==> images/m2.png <==
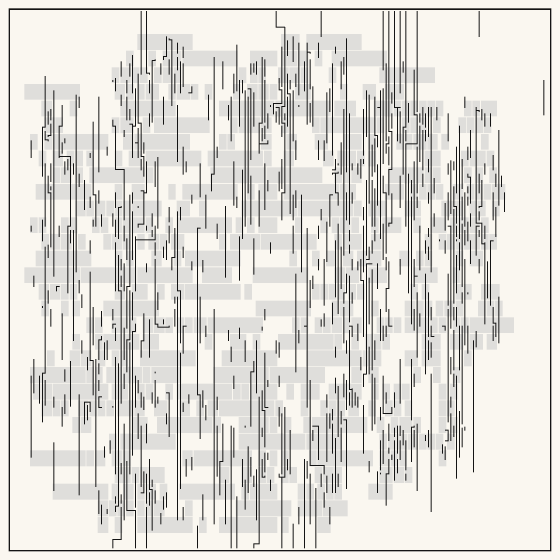
==> images/m3.png <==
Bar = 20 µm.
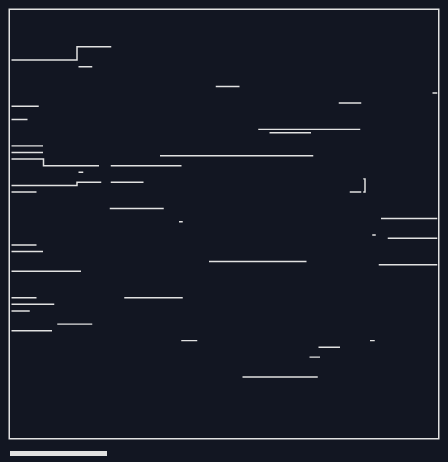
==> images/port_trees.png <==
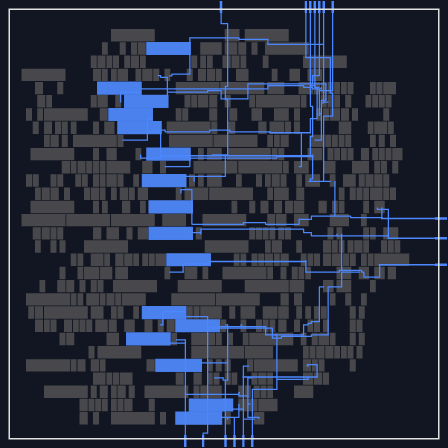
`config.mk`:
```
export PLATFORM = sky130hd
export DESIGN_NAME = baud_ctrl
export DESIGN_NICKNAME = d
export VERILOG_FILES = /design/src/rtl/baud_ctrl.sv
export SDC_FILE = /design/constraint.sdc
export NUM_CORES = 1
export LEC_CHECK = 0
export ABC_AREA = 1
export CORE_MARGIN = 2
export CORE_UTILIZATION = 50
export DETAILED_ROUTE_END_ITERATION = 6
export DONT_BUFFER_PORTS = 1
export PLACE_DENSITY = 0.7
export SYNTH_ARGS = -nofsm -noshare
export SYNTH_HDL_FRONTEND = slang
export SYNTH_SLANG_ARGS = --single-unit
```
`constraint.sdc`:
```
create_clock -name clk -period 3.9 [get_ports clk]
set_input_delay 0.78 -clock clk [delete_from_list [all_inputs] [get_ports clk]]
set_output_delay 0.78 -clock clk [all_outputs]
set_load 0.005 [all_outputs]
```
`src/rtl/baud_ctrl.sv`:
```
// Runtime-programmable UART baud controller: oversample/bit tick generator with a
// deferred divisor load. Optional resync/mid_tick ports under BAUD_CTRL_RESYNC_EN.
module baud_ctrl #(
  parameter int CLK_FREQ   = 50000000,
  parameter int BAUD_RATE  = 1000000,
  parameter int OVERSAMPLE = 16,
  parameter int DIV_W      = 16
) (
  input  logic             clk,
  input  logic             reset,
  input  logic             en,
  input  logic             cfg_valid,
  input  logic [DIV_W-1:0] cfg_div,
  output logic             cfg_ready,
  output logic             cfg_err,
  input  logic             line_busy,
  output logic [DIV_W-1:0] div_out,
  output logic             os_tick,
  output logic             tick
`ifdef BAUD_CTRL_RESYNC_EN
  ,
  input  logic             resync,
  output logic             mid_tick
`endif
);

  localparam int SUB_W   = (OVERSAMPLE > 2) ? $clog2(OVERSAMPLE) : 1;
  localparam int DEF_RAW = CLK_FREQ / (BAUD_RATE * OVERSAMPLE);
  localparam logic [DIV_W-1:0] DEF_DIV  = DIV_W'((DEF_RAW < 1) ? 1 : DEF_RAW);
  localparam logic [SUB_W-1:0] SUB_LAST = SUB_W'(OVERSAMPLE - 1);

  localparam logic [0:0] S_RUN  = 1'b0;
  localparam logic [0:0] S_PEND = 1'b1;

  logic [0:0]       state_q, state_d;
  logic [DIV_W-1:0] div_q, div_d, pend_q, pend_d, os_cnt_q, os_cnt_d;
  logic [SUB_W-1:0] sub_q, sub_d;
  logic             os_tick_q, os_tick_d, tick_q, tick_d, err_q, err_d;
  logic             apply, rs_hit;
  logic [DIV_W-1:0] new_div;

`ifdef BAUD_CTRL_RESYNC_EN
  localparam logic [SUB_W-1:0] SUB_MID_PRE = SUB_W'(OVERSAMPLE / 2 - 1);
  logic mid_q, mid_d;
  assign rs_hit   = resync;
  assign mid_tick = mid_q;
`else
  assign rs_hit = 1'b0;
`endif

  always_comb begin
    state_d   = state_q;
    pend_d    = pend_q;
    div_d     = div_q;
    os_cnt_d  = os_cnt_q;
    sub_d     = sub_q;
    os_tick_d = 1'b0;
    tick_d    = 1'b0;
    err_d     = 1'b0;
    apply     = 1'b0;
    new_div   = cfg_div;
`ifdef BAUD_CTRL_RESYNC_EN
    mid_d     = 1'b0;
`endif

    case (state_q)
      S_RUN: begin
        if (cfg_valid) begin
          if (cfg_div == '0) begin
            err_d = 1'b1;
          end else if (!line_busy) begin
            apply = 1'b1;
          end else begin
            pend_d  = cfg_div;
            state_d = S_PEND;
          end
        end
      end
      default: begin
        // Pending load waits for an idle line, independent of en.
        if (!line_busy) begin
          apply   = 1'b1;
          new_div = pend_q;
          state_d = S_RUN;
        end
      end
    endcase

    if (apply) begin
      div_d    = new_div;
      os_cnt_d = '0;
      sub_d    = '0;
    end else if (!en || rs_hit) begin
      os_cnt_d = '0;
      sub_d    = '0;
    end else if (os_cnt_q == div_q - 1'b1) begin
      os_cnt_d  = '0;
      os_tick_d = 1'b1;
`ifdef BAUD_CTRL_RESYNC_EN
      mid_d     = (sub_q == SUB_MID_PRE);
`endif
      if (sub_q == SUB_LAST) begin
        sub_d  = '0;
        tick_d = 1'b1;
      end else begin
        sub_d = sub_q + 1'b1;
      end
    end else begin
      os_cnt_d = os_cnt_q + 1'b1;
    end
  end

  always_ff @(posedge clk or posedge reset) begin
    if (reset) begin
      state_q   <= S_RUN;
      pend_q    <= '0;
      div_q     <= DEF_DIV;
      os_cnt_q  <= '0;
      sub_q     <= '0;
      os_tick_q <= 1'b0;
      tick_q    <= 1'b0;
      err_q     <= 1'b0;
    end else begin
      state_q   <= state_d;
      pend_q    <= pend_d;
      div_q     <= div_d;
      os_cnt_q  <= os_cnt_d;
      sub_q     <= sub_d;
      os_tick_q <= os_tick_d;
      tick_q    <= tick_d;
      err_q     <= err_d;
    end
  end

`ifdef BAUD_CTRL_RESYNC_EN
  always_ff @(posedge clk or posedge reset) begin
    if (reset) mid_q <= 1'b0;
    else       mid_q <= mid_d;
  end
`endif

  assign cfg_ready = (state_q == S_RUN);
  assign cfg_err   = err_q;
  assign div_out   = div_q;
  assign os_tick   = os_tick_q;
  assign tick      = tick_q;

endmodule

```
==> qor.yml <==
status: "finished, final reports clean"
worstSetupStartpoint: "div_out[0]"
synthTopLogicFamily: "simple AND/OR/NAND/NOR gates"
first_pass_iters: 5
syn2layout_area_growth_pct: 5.26
simple_gate_share: 0.356
edf_count: 0
regArea_um2: 1400
cp_common_cell: "nand2_1"
fin_nets: 530
yosysUniqueCellTypes: 37
grt_pass1_wl_um: 13400
critPathLaunchType: "flip-flop"
vias: 3072
yosys_cells: 511
crit_cells: 11
post_cts_resized: 0
coreArea_um2: 6830
drv_slew: 0
ys_sh_adder: 0.0106
synth_area_um2: 3540
rsz0062_at_grt: "false"
tapCellCount: 96
clk-power_uw: 375
dominant_cells: "combinational gates"
maxCapViolCount: 0
synthArstFlopShare: 1.00
grt_use_total: 0.217
setup_ws_ns: 1.56
worstPathRequired_ns: 4.15
post-synth-top-count-cell: "nand2_1"
xor_area_frac: 0.0470
comb_power_share: 0.214
clkCellAreaFrac: 0.0299
final.min_clock_period_ns: 2.34
cts_tree: "done"
r2r-end: "sub_q[2]"
endpoint: "sub_q[2]"
fin_util: 0.546
grtUsageMet2: 0.352
n_antenna_cell: 0
synthTopCellsByCount: "155 x nand2_1, 73 x nor2_1, 59 x inv_1, 54 x dfrtp_1, 44 x o21ai_0"
power_top_consumer: "registers"
pg_seq_uw: 712
critical_path_class: "flip-flop to flip-flop"
clockPowerShare: 0.271
numCtsBuffers: 5
drc_errors: 0
path_cells: "inv_2, ha_1, nand2_1, nand2_1, nor2_1, nand4_1, nor2_1, nand3_2, nand2_2, nand2_1, nand2_1"
vdd_drop_max_v: 0.000244
crit_arrival_ns: 2.59
rrSetupSlack_ns: 1.56
row_count: 30
r2r-start: "div_out[0]"
hold_path.class: "input port to asynchronous set/reset pin"
post-place-ws_ns: 1.42
clock_buffers: 5
routed-wl-met2_um: 3600
sw_frac_of_total: 0.324
clock-sinks: 56
setup_violations: 0
drive_gt1_frac: 0.0690
nonClkBufAreaFrac: 0.00805
-- m2.png (at the start) --
The layer holds 46% of the routed length. 397 nets have wire on it. The wires run mostly vertical. The longest straight run is 36.4 µm.

-- m3.png (at the start) --
The layer carries 343 µm of wire. The wires run mostly horizontal. 33 nets have wire on it. The longest straight run is 31.3 µm.

-- port_trees.png (at the start) --
div_out: in blue, bits 16, direction output, end cells 16, buffers 0, wire 986 µm.
Ports: 41
port bufs: 0

